Fig. 1: run 1, gate-type map
Scale: 3 px per um.
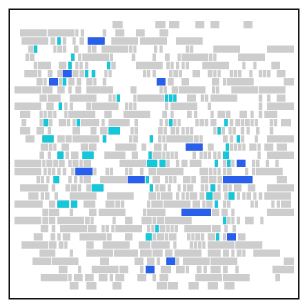
Fig. 2: run 1, M1 wires
Scale: 3 px per um.
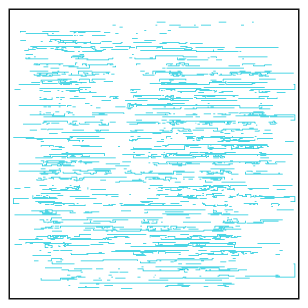
Fig. 3: run 1, track usage over the die
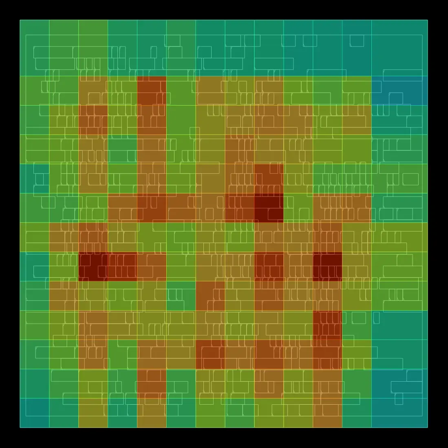
Fig. 4: run 1, layout detail
Window x 60 to 85, y 60 to 85 um. Cells in gray, sequential cells in the stronger gray; small squares are vias.
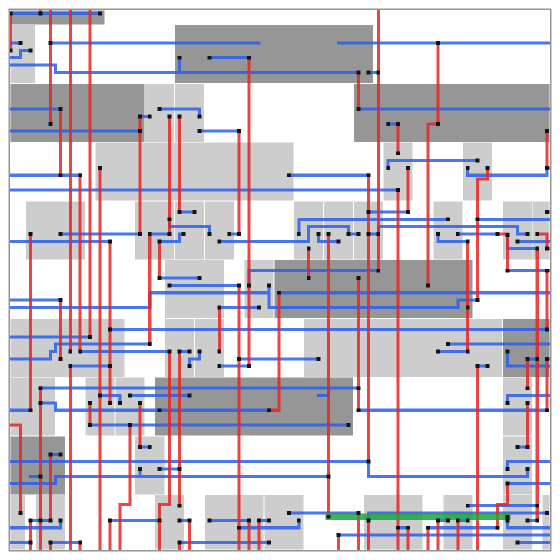
$ cat config.mk
export PLATFORM = sky130hd
export DESIGN_NAME = rangegate_accum_flat
export DESIGN_NICKNAME = d
export VERILOG_FILES = /design/src/rtl/rangegate_pkg.sv /design/src/rtl/rangegate_accum_if.sv /design/src/rtl/rangegate_accum_counter.sv /design/src/rtl/rangegate_accum.sv /design/src/flat_wrapper.sv
export SDC_FILE = /design/constraint.sdc
export NUM_CORES = 1
export LEC_CHECK = 0
export ABC_AREA = 1
export CAP_MARGIN = 20
export CORE_UTILIZATION = 40
export CTS_BUF_LIST = sky130_fd_sc_hd__clkbuf_2
export DETAILED_ROUTE_END_ITERATION = 8
export PLACE_DENSITY_LB_ADDON = 0.1
export SYNTH_ARGS = -nofsm -noshare
export SYNTH_HDL_FRONTEND = slang
export SYNTH_SLANG_ARGS = --single-unit
$ cat constraint.sdc
create_clock -name clk -period 1.7 [get_ports clk]
set_input_delay 0.34 -clock clk [delete_from_list [all_inputs] [get_ports clk]]
set_output_delay 0.34 -clock clk [all_outputs]
set_load 0.02 [all_outputs]
$ cat src/rtl/rangegate_pkg.sv
// Shared types and constants for the range-gate integrator.
// Holds the FSM state enum and accumulator width helper.
package rangegate_pkg;

    typedef enum logic [1:0] {
        IDLE,
        SKIP,
        ACC
    } state_t;

    localparam int DEF_ADC_BITS   = 14;
    localparam int DEF_GATE_START = 16;
    localparam int DEF_GATE_LEN   = 8;
    localparam int DEF_CNT_BITS   = 8;
    localparam int DEF_ACC_BITS   = 18;

    function automatic int min_acc_bits(
        input int adc_bits,
        input int gate_len
    );
        return adc_bits + $clog2(gate_len);
    endfunction

endpackage

$ cat src/rtl/rangegate_accum_if.sv
// Sample input and sum output bundle for the range-gate integrator.
// slave is the integrator side, master the receiver/consumer side.
interface rangegate_accum_if #(
    parameter int ADCbits = 14,
    parameter int AccBits = 18
);
    logic               trig;
    logic               sampleValid;
    logic [ADCbits-1:0] sample;
    logic [AccBits-1:0] sum;
    logic               sumValid;
    logic               sumReady;
    logic               busy;
    logic               overrun;

    modport master (
        output trig, sampleValid, sample, sumReady,
        input  sum, sumValid, busy, overrun
    );

    modport slave (
        input  trig, sampleValid, sample, sumReady,
        output sum, sumValid, busy, overrun
    );
endinterface

$ cat src/rtl/rangegate_accum_counter.sv
// Loadable up-counter; hit flags the enabled step that reaches term.
// Used for both the depth-offset skip count and the gate count.
module gate_counter #(
    parameter int W = 8
) (
    input  logic         clk,
    input  logic         rst_n,
    input  logic         clr,
    input  logic         load,
    input  logic [W-1:0] din,
    input  logic         en,
    input  logic [W-1:0] term,
    output logic         hit
);
    localparam logic [W-1:0] ONE = 1;

    logic [W-1:0] cnt;
    logic [W-1:0] cnt_inc;

    assign cnt_inc = cnt + ONE;
    assign hit     = en && (cnt_inc == term);

    always_ff @(posedge clk or negedge rst_n) begin
        if (!rst_n) begin
            cnt <= '0;
        end else if (clr) begin
            cnt <= '0;
        end else if (load) begin
            cnt <= din;
        end else if (en) begin
            cnt <= cnt_inc;
        end
    end
endmodule

$ cat src/rtl/rangegate_accum.sv
// Range-gate integrator: skips GateStart valid samples after trig,
// sums the next GateLen, and offers one sum per pulse repetition.
module rangegate_accum
    import rangegate_pkg::*;
#(
    parameter int ADCbits   = DEF_ADC_BITS,
    parameter int GateStart = DEF_GATE_START,
    parameter int GateLen   = DEF_GATE_LEN,
    parameter int CntBits   = DEF_CNT_BITS,
    parameter int AccBits   = DEF_ACC_BITS
) (
    input logic              clk,
    input logic              rst_n,
    rangegate_accum_if.slave bus
);
    if (AccBits < min_acc_bits(ADCbits, GateLen)) begin : g_chk
        $error("AccBits too small for GateLen samples");
    end

    localparam logic [CntBits-1:0] SKIP_TERM = CntBits'(GateStart);
    localparam logic [CntBits-1:0] GATE_TERM = CntBits'(GateLen);

    state_t state, nstate;

    logic skip_clr, skip_en, skip_hit;
    logic gate_clr, gate_en, gate_hit;
    logic acc_clr, acc_add, done;

    logic [AccBits-1:0] acc, acc_next;
    logic [AccBits-1:0] sum_q;
    logic               sum_valid_q;
    logic               overrun_q;

    gate_counter #(.W(CntBits)) u_skip (
        .clk  (clk),
        .rst_n(rst_n),
        .clr  (skip_clr),
        .load (1'b0),
        .din  ('0),
        .en   (skip_en),
        .term (SKIP_TERM),
        .hit  (skip_hit)
    );

    gate_counter #(.W(CntBits)) u_gate (
        .clk  (clk),
        .rst_n(rst_n),
        .clr  (gate_clr),
        .load (1'b0),
        .din  ('0),
        .en   (gate_en),
        .term (GATE_TERM),
        .hit  (gate_hit)
    );

    assign acc_next = acc + AccBits'(bus.sample);

    always_ff @(posedge clk or negedge rst_n) begin
        if (!rst_n) state <= IDLE;
        else        state <= nstate;
    end

    // trig restarts from any state and masks a coincident sample
    always_comb begin
        nstate   = state;
        skip_clr = 1'b0;
        skip_en  = 1'b0;
        gate_clr = 1'b0;
        gate_en  = 1'b0;
        acc_clr  = 1'b0;
        acc_add  = 1'b0;
        done     = 1'b0;
        if (bus.trig) begin
            skip_clr = 1'b1;
            gate_clr = 1'b1;
            acc_clr  = 1'b1;
            nstate   = (GateStart == 0) ? ACC : SKIP;
        end else begin
            unique case (state)
                IDLE: ;
                SKIP: begin
                    if (bus.sampleValid) begin
                        skip_en = 1'b1;
                        if (skip_hit) nstate = ACC;
                    end
                end
                ACC: begin
                    if (bus.sampleValid) begin
                        gate_en = 1'b1;
                        acc_add = 1'b1;
                        if (gate_hit) begin
                            done   = 1'b1;
                            nstate = IDLE;
                        end
                    end
                end
                default: nstate = IDLE;
            endcase
        end
    end

    always_ff @(posedge clk or negedge rst_n) begin
        if (!rst_n) begin
            acc <= '0;
        end else if (acc_clr) begin
            acc <= '0;
        end else if (acc_add) begin
            acc <= acc_next;
        end
    end

    always_ff @(posedge clk or negedge rst_n) begin
        if (!rst_n) begin
            sum_q       <= '0;
            sum_valid_q <= 1'b0;
            overrun_q   <= 1'b0;
        end else begin
            overrun_q <= done && sum_valid_q && !bus.sumReady;
            if (done && (!sum_valid_q || bus.sumReady)) begin
                sum_q       <= acc_next;
                sum_valid_q <= 1'b1;
            end else if (sum_valid_q && bus.sumReady) begin
                sum_valid_q <= 1'b0;
            end
        end
    end

    assign bus.sum      = sum_q;
    assign bus.sumValid = sum_valid_q;
    assign bus.overrun  = overrun_q;
    assign bus.busy     = (state != IDLE);
endmodule
$ cat src/flat_wrapper.sv
// flat-port wrapper written by rule: the top's interface ports become plain ports
module rangegate_accum_flat import rangegate_pkg::*;
#(
    parameter int ADCbits   = DEF_ADC_BITS,
    parameter int GateStart = DEF_GATE_START,
    parameter int GateLen   = DEF_GATE_LEN,
    parameter int CntBits   = DEF_CNT_BITS,
    parameter int AccBits   = DEF_ACC_BITS
)
  (clk, rst_n, bus_trig, bus_sampleValid, bus_sample, bus_sumReady, bus_sum, bus_sumValid, bus_busy, bus_overrun);
  rangegate_accum_if #(.ADCbits(ADCbits), .AccBits(AccBits)) bus_i ();
  input logic clk;
  input logic rst_n;
  input wire logic [$bits(bus_i.trig)-1:0] bus_trig;
  input wire logic [$bits(bus_i.sampleValid)-1:0] bus_sampleValid;
  input wire logic [$bits(bus_i.sample)-1:0] bus_sample;
  input wire logic [$bits(bus_i.sumReady)-1:0] bus_sumReady;
  output wire logic [$bits(bus_i.sum)-1:0] bus_sum;
  output wire logic [$bits(bus_i.sumValid)-1:0] bus_sumValid;
  output wire logic [$bits(bus_i.busy)-1:0] bus_busy;
  output wire logic [$bits(bus_i.overrun)-1:0] bus_overrun;
  assign bus_i.trig = bus_trig;
  assign bus_i.sampleValid = bus_sampleValid;
  assign bus_i.sample = bus_sample;
  assign bus_i.sumReady = bus_sumReady;
  assign bus_sum = bus_i.sum;
  assign bus_sumValid = bus_i.sumValid;
  assign bus_busy = bus_i.busy;
  assign bus_overrun = bus_i.overrun;
  rangegate_accum #(.ADCbits(ADCbits), .GateStart(GateStart), .GateLen(GateLen), .CntBits(CntBits), .AccBits(AccBits)) u_core (.clk(clk), .rst_n(rst_n), .bus(bus_i));
endmodule
==> out/results.ini, run 1 <==
[synth]
top_cell=nand2_1
synthXorXnorAreaFrac=0.0343
ys_top_logic_family=simple AND/OR/NAND/NOR gates
yosysWarnings=0
aoi_share=0.0747
synthAdderAreaFrac=0.0658
fp_nets=534
top_area_cell=dfrtp_1
postSynthSeqShare=0.396
yosys_area_mm2=0.00353

[global_routing]
grt_antenna_before_repair=0
grt_pass1_vias=3284
use_met3=0.0316
overflow=0

[worst_setup_path]
start_kind=flip-flop
cp_common_cell=nand2_2
cp.arrival_ps=2220
regToRegSetupSlack_ps=-80
endpoint_kind=flip-flop
cp_cell_sequence=ha_2 -> nand3_2 -> nand2_2 -> nand2_2 -> nor2_4 -> nand2_2 -> nor2_4 -> nand2_2 -> nor2_4 -> clkbuf_16 -> nand2_1 -> nand2_1
rr_worst_depth=12
startpoint=u_core.u_gate.cnt[1]
path_class=reg2reg
reg2reg_to=u_core.bus.sum[13]
cp_slowest_cell=dfrtp_1

[placed_design]
dp_cells=677
hpwl_um=6580
placed_area_mm2=0.00437
pre_cts_ws_ps=-516
port_buffers=39

[final_timing]
layout_setup_ws_ps=-79.3
setup_viol=22
tns_ps=-1060
relSlewSlack=0.622
rsz0062_at_grt=yes
worst_pin_slew_ps=563
fin_hold_ws_ps=319

[power]
p_leak_uw=0.00259
maxPowerGroup=sequential cells
finalPower_uw=2300

[status]
status=complete, but fails checks
violations=negative setup slack

[cts]
post_cts_buffers=10
hold_buffers=1
clk_pin_slew_ps=330
tritoncts=built
clock-root-buffer=clkbuf_2

[drt]
ant_nets=0
first_pass_iters=4
wl_met3_um=357
via_per_inst=4.81

[cells_and_area]
seq_share=0.286
drive_gt1_frac=0.245
final_area_mm2=0.00490
nets=631
largest_cell_class=logic gates

[floorplan]
tap_cells=105
fp_util=0.422
rows=33
fp.coreArea_mm2=0.00838
die_y_um=96.0

[job]
drv_cap=0

Notes on Fig. 1 above:
Blue marks XOR/XNOR gates, cells 13, most used xor2_1. Cyan marks NOR gates, cells 46, most used nor2_1.
final std cells w/o fill: 700
highest-count logic cell in the final layout: nand2_1
logic share of the area: 0.445

Notes on Fig. 2 above:
578 nets have wire on it. The longest straight run is 50.6 um. The layer carries 4,280 um of wire. The wires run mostly horizontal.
routed wire length: 9390 um
vias post-DR: 3,368
M1 GR Usage: 0.286

Notes on Fig. 3 above:
DR WL/cell: 13.4 um
fin util: 0.585

Notes on Fig. 4 above:
Red marks met2. Blue marks met1. Green marks met3.
Most frequent: nand2_1 (24), dfrtp_1 (5), buf_4 (4). Netlist names of flops here include u_core.acc (3), u_core.bus.sum (2). 40 logic cells have their middle in the window. Sequential cells in the window: 5.

==> run 2, diff against run 1 <==
==> constraint.sdc (replaced) <==
create_clock -name clk -period 1.7 [get_ports clk]
set_input_delay 0.255 -clock clk [delete_from_list [all_inputs] [get_ports clk]]
set_output_delay 0.255 -clock clk [all_outputs]
set_load 0.02 [all_outputs]
==> run 2 against run 1 <==
- the flow still finishes with violations (negative setup slack)
- combinational power grew 18%
- non-clock buffer count grew 6
- clock skew grew 5.0 ps
- critical path depth shrank 1
- clock power shrank 6.0%
- core utilization grew 4.0 points
- first-iteration DRC count shrank 12%
- highest routed layer unchanged
- setup slack gained 12 ps
- cell area grew 6.9%
- count of clock-buffer cells in the layout grew 1
- critical endpoint is now u_core.bus.sum[16]
- synthesized cell count is the same
- register-to-register slack is essentially flat
==> out/results.ini, run 2 <==
[placed_design]
pre_cts_ws_ps=-424  ; +92.3 ps
placed_area_mm2=0.00439  ; +0.34%
hpwl_um=6730  ; +2.3%
port_buffers=39  ; unchanged
dp_cells=679  ; +0.30%

[synth]
aoi_share=0.0747  ; unchanged
syn_avg_cell_area_um2=7.11
fp_nets=534  ; unchanged
top_cell=nand2_1
postSynthSeqShare=0.396  ; unchanged
ys_top_logic_family=simple AND/OR/NAND/NOR gates
synth_area_mm2=0.00353
yosys_area_mm2=0.00353  ; unchanged
synthAdderAreaFrac=0.0658  ; unchanged
synthXorXnorAreaFrac=0.0343  ; unchanged
yosysWarnings=0  ; unchanged
top_area_cell=dfrtp_1

[power]
finalPower_uw=2330  ; +1.4%
p_leak_uw=0.00272  ; +5.0%
maxPowerGroup=sequential cells

[cells_and_area]
sh_comb_area=0.471  ; +0.0259
layout_top_cell=nand2_1
nets=637  ; +0.95%
largest_cell_class=logic gates
final_area_mm2=0.00524  ; +6.9%
combGateArea_mm2=0.00247
final_cells=706  ; +0.86%
seq_share=0.267  ; -0.0187
drive_gt1_frac=0.351  ; +0.106

[drt]
vias=3497  ; +3.8%
via_per_inst=4.95  ; +2.9%
highest_layer=met4
wl_per_cell_um=14.5  ; +8.1%
wl_met3_um=266  ; -25%
first_pass_iters=5  ; +1
ant_nets=0  ; unchanged
drt-met1-wl_um=4630
wl_um=10200  ; +9.1%

[final_timing]
setup_viol=14  ; -36%
tns_ps=-435  ; +630 ps
relSlewSlack=0.609  ; -0.0135
rsz0062_at_grt=yes
fin_skew_ps=30.0
fin_hold_ws_ps=233  ; -86.4 ps
layout_setup_ws_ps=-67.7  ; +11.5 ps
worst_pin_slew_ps=584  ; +20.2 ps

[floorplan]
fp_util=0.422  ; unchanged
die_y_um=96.0  ; unchanged
rows=33  ; unchanged
fp.coreArea_mm2=0.00838  ; unchanged
tap_cells=105  ; unchanged

[worst_setup_path]
path_class=reg2reg
cp_cell_sequence=ha_4 -> nand2_1 -> inv_1 -> buf_4 -> nand2_1 -> nor2_1 -> nand2_2 -> nand3_1 -> nand2_1 -> nand2_1 -> nand2_1
cp_common_cell=nand2_1
regToRegSetupSlack_ps=-70  ; about the same
start_kind=flip-flop
slowest_delay_ps=490
reg2reg_to=u_core.bus.sum[16]
r2r-start=u_core.acc[8]
endpoint_kind=flip-flop
critical_path.endpoint=u_core.bus.sum[16]
cp_slowest_cell=dfrtp_1
cp.arrival_ps=2170  ; -50 ps
startpoint=u_core.acc[8]
path_buffers=2
rr_worst_depth=11  ; -1

[status]
status=complete, but fails checks
violations=negative setup slack

[cts]
cts_resized=88
post_cts_buffers=10  ; unchanged
hold_buffers=1  ; unchanged
clk_pin_slew_ps=310  ; -20 ps
tritoncts=built
clock-root-buffer=clkbuf_2

[global_routing]
grt_antenna_before_repair=0  ; unchanged
grt_pass1_wl_um=16300
overflow=0  ; unchanged
grt_pass1_vias=3454  ; +5.2%

[job]
drv_cap=0  ; unchanged

Fig. 5: run 2, layout detail
Window x 60 to 85, y 60 to 85 um. Cells in gray, sequential cells in the stronger gray; small squares are vias.
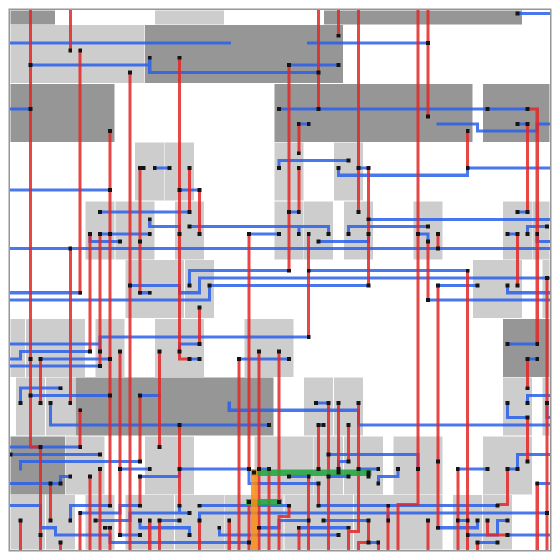
Green marks met3. Red marks met2. Blue marks met1. Orange marks met4.
Most frequent: nand2_1 (21), nand2_2 (7), dfrtp_1 (4). Sequential cells in the window: 4. Netlist names of flops here include u_core.acc (2), u_core.bus.sum (2). 47 logic cells have their middle in the window.

Fig. 6: run 2, track usage over the die
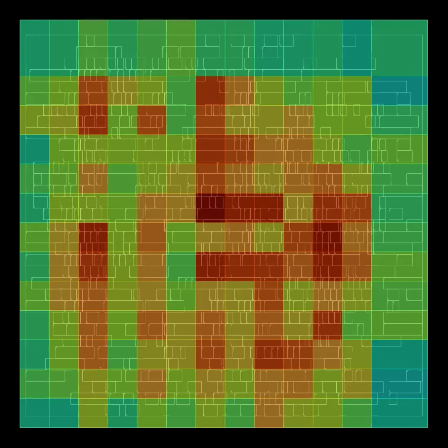
GRT busiest layer: met2
M1 GR Usage: 0.299
fin util: 0.626
GRT met3 Usage: 0.0300

Power figures rest on the tool's default switching activity, not on a simulated workload.
